$ cat config.mk
export PLATFORM = sky130hd
export DESIGN_NAME = ram_burst_reader
export DESIGN_NICKNAME = d
export VERILOG_FILES = /design/src/rtl/ram_pkg.sv /design/src/rtl/ram_rd_fifo2.sv /design/src/rtl/ram_burst_reader.sv
export SDC_FILE = /design/constraint.sdc
export NUM_CORES = 1
export LEC_CHECK = 0
export ABC_AREA = 1
export CORE_UTILIZATION = 45
export DETAILED_ROUTE_END_ITERATION = 8
export PLACE_DENSITY = 0.72
export SYNTH_ARGS = -nofsm -noshare
export SYNTH_HDL_FRONTEND = slang
export SYNTH_SLANG_ARGS = --single-unit
$ cat constraint.sdc
create_clock -name clk -period 4 [get_ports clk]
set_input_delay 0.8 -clock clk [delete_from_list [all_inputs] [get_ports clk]]
set_output_delay 0.8 -clock clk [all_outputs]
set_load 0.02 [all_outputs]
$ cat src/rtl/ram_pkg.sv
// Shared definitions for the RAM read-side burst master and its helpers.
package ram_pkg;
    localparam int DEF_ADDR_W = 10;
    localparam int DEF_DATA_W = 8;
    localparam int RAM_DEPTH  = 1024;

    typedef enum logic [1:0] {
        IDLE,
        READ,
        DRAIN,
        DONE
    } rd_state_t;
endpackage

$ cat src/rtl/ram_rd_fifo2.sv
// Two-entry FIFO holding returned read bytes plus their end-of-burst tag.
module ram_rd_fifo2
    import ram_pkg::*;
#(
    parameter int DATA_W = DEF_DATA_W
)(
    input  logic              clk,
    input  logic              reset,
    input  logic              push_i,
    input  logic [DATA_W-1:0] push_data_i,
    input  logic              push_last_i,
    input  logic              pop_i,
    output logic [DATA_W-1:0] head_data_o,
    output logic              head_last_o,
    output logic [1:0]        count_o
);
    logic [DATA_W-1:0] data_q [2];
    logic [1:0]        last_q;
    logic              rd_ptr_q;
    logic              wr_ptr_q;
    logic [1:0]        count_q;
    logic              do_pop;

    assign do_pop = pop_i && (count_q != 2'd0);

    // Push is never gated: the issue rule upstream keeps occupancy at or below two.
    always_ff @(posedge clk) begin
        if (reset) begin
            data_q[0] <= '0;
            data_q[1] <= '0;
            last_q    <= '0;
            rd_ptr_q  <= 1'b0;
            wr_ptr_q  <= 1'b0;
            count_q   <= 2'd0;
        end else begin
            if (push_i) begin
                data_q[wr_ptr_q] <= push_data_i;
                last_q[wr_ptr_q] <= push_last_i;
                wr_ptr_q         <= ~wr_ptr_q;
            end
            if (do_pop) begin
                rd_ptr_q <= ~rd_ptr_q;
            end
            case ({push_i, do_pop})
                2'b10:   count_q <= count_q + 2'd1;
                2'b01:   count_q <= count_q - 2'd1;
                default: count_q <= count_q;
            endcase
        end
    end

    assign head_data_o = data_q[rd_ptr_q];
    assign head_last_o = last_q[rd_ptr_q];
    assign count_o     = count_q;
endmodule

$ cat src/rtl/ram_burst_reader.sv
// Read-side burst master: issues back-to-back RAM reads and streams the bytes
// out on valid/ready, throttled so at most two bytes are ever buffered or in flight.
module ram_burst_reader
    import ram_pkg::*;
#(
    parameter int ADDR_W = DEF_ADDR_W,
    parameter int DATA_W = DEF_DATA_W,
    parameter int LEN_W  = 11
)(
    input  logic              clk,
    input  logic              reset,
    input  logic              start,
    input  logic [ADDR_W-1:0] start_addr,
    input  logic [LEN_W-1:0]  length,
    output logic              busy,
    output logic              done,
    output logic              write_enable,
    output logic [ADDR_W-1:0] address,
    output logic [DATA_W-1:0] data_in,
    input  logic [DATA_W-1:0] data_out,
    output logic              out_valid,
    input  logic              out_ready,
    output logic [DATA_W-1:0] out_data,
    output logic              out_last
);
    rd_state_t         state_q;
    logic [ADDR_W-1:0] addr_q;
    logic [LEN_W-1:0]  remaining_q;
    logic              inflight_q;
    logic              inflight_last_q;
    logic              busy_q;
    logic              done_q;
    logic [1:0]        fifo_count;
    logic              pop;
    logic              issue;
    logic              last_issue;
    logic [2:0]        level;

    assign pop        = out_valid & out_ready;
    // Buffered plus in-flight bytes, less the one leaving this cycle, must stay below two.
    assign level      = {1'b0, fifo_count} + {2'b00, inflight_q};
    assign issue      = (state_q == READ) && (level < (3'd2 + {2'b00, pop}));
    assign last_issue = issue && (remaining_q == LEN_W'(1));

    always_ff @(posedge clk) begin
        if (reset) begin
            state_q         <= IDLE;
            addr_q          <= '0;
            remaining_q     <= '0;
            inflight_q      <= 1'b0;
            inflight_last_q <= 1'b0;
            busy_q          <= 1'b0;
            done_q          <= 1'b0;
        end else begin
            inflight_q      <= issue;
            inflight_last_q <= last_issue;
            done_q          <= 1'b0;
            case (state_q)
                IDLE: begin
                    if (start) begin
                        if (length != '0) begin
                            state_q     <= READ;
                            busy_q      <= 1'b1;
                            addr_q      <= start_addr;
                            remaining_q <= length;
                        end else begin
                            state_q <= DONE;
                            done_q  <= 1'b1;
                        end
                    end
                end
                READ: begin
                    if (issue) begin
                        addr_q      <= addr_q + ADDR_W'(1);
                        remaining_q <= remaining_q - LEN_W'(1);
                        if (last_issue) begin
                            state_q <= DRAIN;
                        end
                    end
                end
                DRAIN: begin
                    if (pop && out_last) begin
                        state_q <= DONE;
                        busy_q  <= 1'b0;
                        done_q  <= 1'b1;
                    end
                end
                DONE: begin
                    state_q <= IDLE;
                end
                default: begin
                    state_q <= IDLE;
                    busy_q  <= 1'b0;
                end
            endcase
        end
    end

    ram_rd_fifo2 #(
        .DATA_W(DATA_W)
    ) u_fifo (
        .clk        (clk),
        .reset      (reset),
        .push_i     (inflight_q),
        .push_data_i(data_out),
        .push_last_i(inflight_last_q),
        .pop_i      (pop),
        .head_data_o(out_data),
        .head_last_o(out_last),
        .count_o    (fifo_count)
    );

    assign out_valid    = (fifo_count != 2'd0);
    assign busy         = busy_q;
    assign done         = done_q;
    assign address      = addr_q;
    assign write_enable = 1'b0;
    assign data_in      = '0;
endmodule

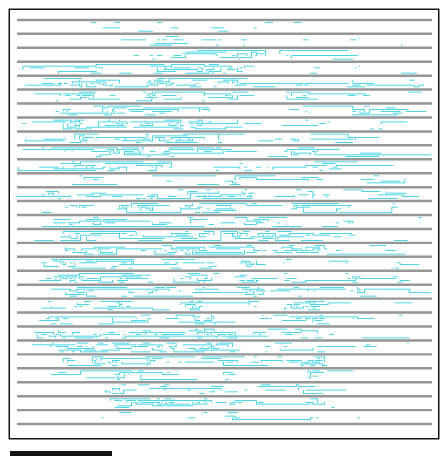
Figure 1: run 1, signal wires on met1.
Scale bar: 20 um. Supply wires on this layer in gray.
wire length on this layer: 3070 um
nets with wire on the layer: 457
share of all routed wire: 48%
longest straight run: 31.7 um
number of vias after detailed routing: 2750
met1 usage: 26.3%
DRT Wirelength: 6.42 mm

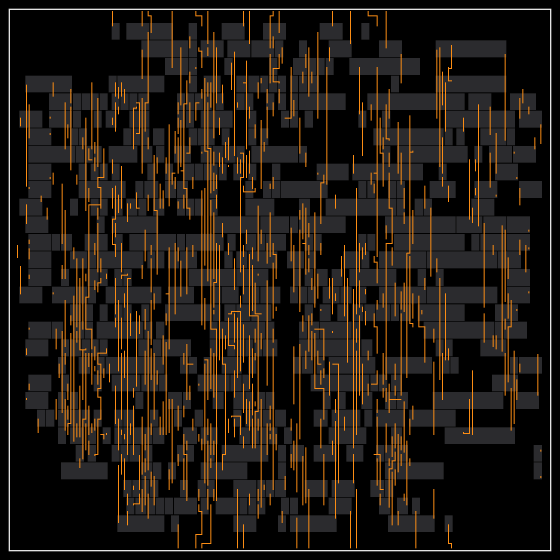
Figure 2: run 1, signal wires on met2.
nets with wire on the layer: 403
main direction: vertical
share of all routed wire: 46%
wire length on this layer: 2950 um
met2 routing resource usage after global routing: 31.9%

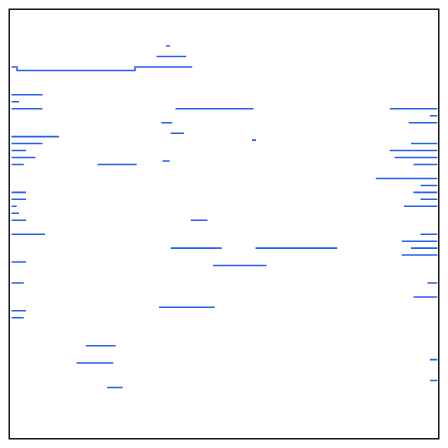
Figure 3: run 1, the metal 3 layer.
nets with wire on the layer: 47
longest straight run: 23.0 um
share of all routed wire: 4.6%
main direction: horizontal
GR met3 Demand/Resource: 3.66%

==> job_summary.md, run 1 <==
## Implementation flow summary

| Metric | Value |
|---|---|
| Fin. Hold Viols | `0` |
| Number of ports placed on the die boundary | `~64` |
| Number of non-clock buffers in the layout | `between 50 and 60` |
| Minimum clock period after layout | `2.57 ns` |
| TAP cells | `77` |
| Worst path required time | `~3.2 ns` |
| Yosys chip area | `2990 um2` |
| Gr ovfl total | `0` |
| Number of synthesized flops with an enable pin | `16` |
| Port-buffer cells | `54` |
| Final setup TNS | `0 ns` |
| Comb. cell area | `about 1500 um2` |
| Vias per cell | `about 4.9` |
| Busiest grt layer | `met2` |
| Rows | `29` |
| Status | `finished clean` |
| Top cells by area, synth | `sky130_fd_sc_hd__dfxtp_1 (23%), sky130_fd_sc_hd__edfxtp_1 (16%), sky130_fd_sc_hd__nand2_1 (14%), sky130_fd_sc_hd__nor2_1 (11%), sky130_fd_sc_hd__inv_1 (6.5%)` |
| Total DRC errors in the routed layout | `0` |
| Quantity of hold-fixing buffers added after cts | `0` |
| Number of warnings in the stage logs | `29` |
| Final weighted congestion in routability-driven placement | `0.837` |
| Transition time at the pin with the least slew margin | `between 0.7 and 0.8 ns` |
| Combinational Gates | `between 300 and 400` |
| Most numerous logic cells after layout | `sky130_fd_sc_hd__nand2_1 (111), sky130_fd_sc_hd__nor2_1 (88), sky130_fd_sc_hd__clkdlybuf4s50_1 (54)` |
| Fraction of area in multi-input gates | `41.9%` |
| Layout Skew | `approximately 0.011 ns` |
| Non-clock buffering overhead | `about 15%` |
| Filler Cell Count | `about 630` |
| Clock-pin transition on the worst setup and hold timing paths | `approximately 0.09 ns` |
| Dpl cells | `roughly 550` |
| Wire length of the first global-routing pass | `11.2 mm` |
| Net count reported at finish | `between 500 and 600` |
| Floorplan Utilization | `46.8%` |
| Maximum net fanout on the critical path | `8` |
| Critical path arrival | `roughly 1.8 ns` |
| Total core area | `~6400 um2` |
run 1: flip-flops by register name (all words and copies together), names as in the netlist, named ones only:
name	flops
u_fifo.count_o	2
busy	1
state_q	2
u_fifo.wr_ptr_q	1
address	10
u_fifo.data_q	16
u_fifo.last_q	2
inflight_q	1
done	1
u_fifo.rd_ptr_q	1
remaining_q	11
inflight_last_q	1
run 1: where the power goes:
part           leakage [nW]  switching [mW]  internal [mW]
clock network        0.0441           0.176          0.123
logic                  1.17           0.822          0.527
registers             0.446           0.168          0.678
run 1: through the flow:
step                      hold slack (ns)  cell area, um2  worst slack [ns]  utilization, %
after global placement              0.457            3530              1.32            55.3
after global routing                0.507            3620              1.33            56.7
after floorplan                     0.444            3020              2.22               -
after detailed placement            0.466            3530              1.36            55.3
final                               0.481            3620              1.43            56.7
after CTS                           0.483            3620              1.40            56.7
run 1: final timing paths:
kind | from | to | slack [ns] | depth (start not counted)
max | flop | out_data[5] | 1.43 | 2
min | u_fifo.wr_ptr_q$_SDFFE_PP0P_ | u_fifo.wr_ptr_q$_SDFFE_PP0P_ | 0.48 | 2
max reg2reg | state_q[1]$_SDFFE_PP0P_ | address[0]$_SDFFE_PP0P_ | 1.90 | 9
min reg2reg | u_fifo.wr_ptr_q$_SDFFE_PP0P_ | u_fifo.wr_ptr_q$_SDFFE_PP0P_ | 0.48 | 2
run 1: critical path: stages, from the launching register on:
cell,delay [ns]
sky130_fd_sc_hd__dfxtp_1,0.55
sky130_fd_sc_hd__mux2_2,0.38
sky130_fd_sc_hd__clkdlybuf4s50_1,0.54
run 1: cells by family after synthesis:
kind of cell	share of synthesized area, %
simple gates	34.7
buf+inv	11.5
flops	38.8
compound gates	7.78
fa+ha+maj	3.76
mux	3.01
other cells	0.125
xor+xnor	0.293
Figure 4. Wire density map (run 1).
17 x 17 tiles, from dark blue (low) to red (high), scaled to the fullest tile. Values are wire area over tile area, all layers added.
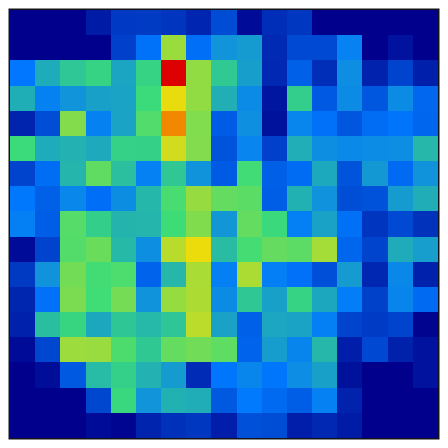

==> run 1 -> run 2 <==
PLACE_DENSITY = 0.75   (was 0.72)
clock period = 2.3 ns   (was 4 ns; I/O delays follow)
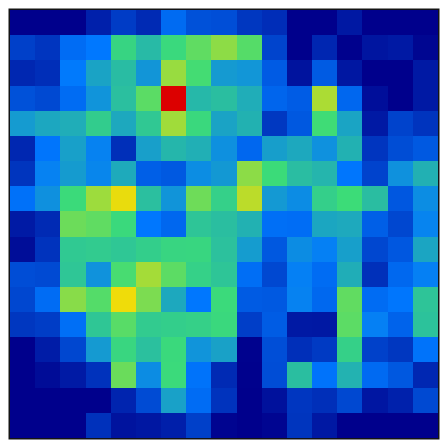
Figure 5: run 2, wire density map.
17 x 17 tiles, from dark blue (low) to red (high), scaled to the fullest tile. Values are wire area over tile area, all layers added.
mean over tiles: 0.14
tiles over half the peak: 9.7%
nearly empty tiles: 11%
average detailed-routed wire length per instance: 11.3 um
number of vias after detailed routing: 2758
Tot GR Track Use: 19.0%

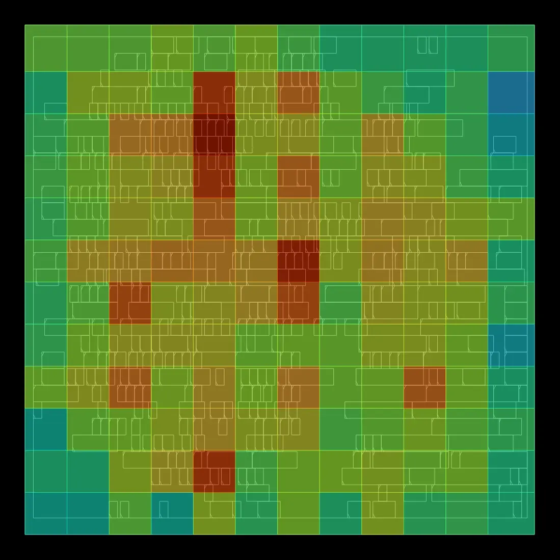
Figure 6: run 2, congestion heat map.
final cell utilization of the core: 57.8%
GR met3 Demand/Resource: 3.36%
busiest grt layer: met2
met1 usage: 24.3%
met2 routing resource usage after global routing: 32.4%

==> job_summary.md, run 2 <==
## Implementation flow summary

| Metric | Value |
|---|---|
| Flip-flop count of the largest register, all copies and words added | `16 (unchanged)` |
| Register share of total power | `32.5% (was 33.9%)` |
| Max stage delay on crit path | `0.68 ns (was 0.55 ns)` |
| Total core area | `6390 um2 (unchanged)` |
| Floorplan Utilization | `46.8% (unchanged)` |
| Number of buffers and inverters on the critical path | `1 (unchanged)` |
| WP depth | `2 (unchanged)` |
| Worst reg-to-reg path cell count | `10 (was 9)` |
| Number of warnings in the stage logs | `29 (unchanged)` |
| Worst hold slack after final layout | `0.478 ns (was 0.481 ns)` |
| Pint | `2.50 mW (was 1.33 mW)` |
| Most numerous logic cells after layout | `sky130_fd_sc_hd__nand2_1 (111), sky130_fd_sc_hd__nor2_1 (88), sky130_fd_sc_hd__clkdlybuf4s50_1 (54) (unchanged)` |
| Wire length of the first global-routing pass | `10.9 mm (was 11.2 mm)` |
| Port-buffer cells | `54 (unchanged)` |
| Source of the critical timing path | `u_fifo.rd_ptr_q$_SDFFE_PP0P_` |
| Yosys chip area | `2990 um2 (unchanged)` |
| Quantity of hold-fixing buffers added after cts | `0 (unchanged)` |
| Clk pwr share | `13.6% (was 12.0%)` |
| Final setup TNS | `0 ns (unchanged)` |
| Status | `finished clean (unchanged)` |
| Power drawn by the clock network | `616 uW (was 299 uW)` |
| Termination of the worst setup path | `out_last (was out_data[5])` |
| Start point of the worst hold path | `inflight_last_q$_SDFF_PP0_ (was u_fifo.wr_ptr_q$_SDFFE_PP0P_)` |
| Hold-critical path endpoint | `u_fifo.last_q[1]$_SDFFE_PP0P_ (was u_fifo.wr_ptr_q$_SDFFE_PP0P_)` |
| Layout Skew | `0.00748 ns (was 0.0114 ns)` |
| Net Sw Power | `2.02 mW (was 1.17 mW)` |
| Number of ports placed on the die boundary | `64 (unchanged)` |
| Largest power group | `combinational logic (unchanged)` |
| Net switching share of the total power | `44.8% (was 46.8%)` |
| Slowest library cell on the worst path | `sky130_fd_sc_hd__clkdlybuf4s50_1 (was sky130_fd_sc_hd__dfxtp_1)` |
| Family of cells with the greatest summed delay on the critical path | `buffers and inverters (was flip-flops)` |
| Worst path required time | `1.84 ns (was 3.20 ns)` |
| Reg2Reg Setup Slack | `0.40 ns (was 1.90 ns)` |
| Transition time at the pin with the least slew margin | `0.517 ns (was 0.701 ns)` |
| Power in sequential cells | `1.47 mW (was 846 uW)` |
| Clock-pin transition on the worst setup and hold timing paths | `0.09 ns (about the same)` |
| Origin of the critical flop-to-flop path | `state_q[0]$_SDFFE_PP0P_ (was state_q[1]$_SDFFE_PP0P_)` |
| Placed Area | `3580 um2 (was 3530 um2)` |
| Maximum net fanout on the critical path | `5 (was 8)` |
| Gr ovfl total | `0 (unchanged)` |
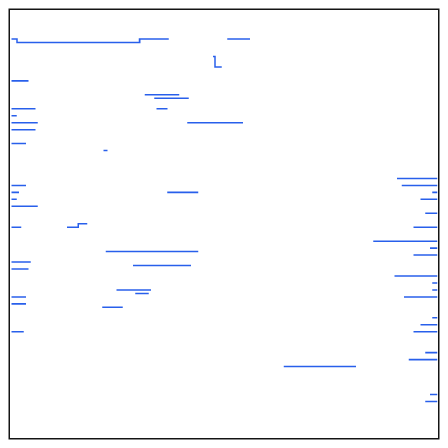
Figure 7: run 2, the metal 3 layer.
nets with wire on the layer: 49
share of all routed wire: 3.9%
longest straight run: 23.9 um
wire length on this layer: 250 um
DRT Wirelength: 6.39 mm

[run 2: netlist changes by cell type in the layout (fill, tap and decap cells not counted)]
cell,delta
sky130_fd_sc_hd__clkinv_2,-1
sky130_fd_sc_hd__clkbuf_1,+1
sky130_fd_sc_hd__dfxtp_2,+1
sky130_fd_sc_hd__clkinvlp_4,-1
sky130_fd_sc_hd__bufinv_16,+1
sky130_fd_sc_hd__buf_4,+4
sky130_fd_sc_hd__dfxtp_1,-1
sky130_fd_sc_hd__buf_12,+1
[run 2: what timing repair did]
action,CTS,global route
gates resized,0,1
setup buffers,0,0
endpoints found under the setup margin,0,4
[run 2: logic make-up (layout without fill, tap and decap cells)]
kind of cell    count (synthesis)  in the layout  share of synthesized area (%)
xor+xnor                        1              1                          0.293
other cells                     1              9                          0.125
mux                             8              8                           3.01
buf+inv                        75            122                           11.5
fa+ha+maj                       9              9                           3.76
compound gates                 41             41                           7.78
flops                          50             50                           38.8
simple gates                  248            248                           34.7
[run 2: layout make-up]
cell class              instances  area (um2)  area share [%]
multi-input cells             316        1520            41.1
flip-flops and latches         50        1160            31.5
repair buffers                 61         606            16.4
inverters                      53         199            5.39
well taps                      77        96.3            2.61
clock buffers                   6        72.6            1.97
clock inverters                 2        38.8            1.05
[run 2: metrics by stage]
step                setup WS, ns  util (%)  cells  power, mW
floorplan                  0.750         -    441       3.22
global placement           0.174      56.0    557       3.85
detailed placement         0.112      56.0    557       3.92
CTS                       0.0146      57.8    565       4.54
global route              0.0500      57.8    565       4.96
finish                     0.145      57.8    565       4.52
[run 2: per-layer routing]
layer | share of wire, % | global-route usage, % | vias up
met5 | 0 | 0 | -
met4 | 0.77 | 6.01 | 0
met3 | 3.9 | 3.36 | 4
met2 | 48 | 32.4 | 66
met1 | 47 | 24.3 | 1233
li1 | - | - | 1455
Power and IR drop assume default switching activity.
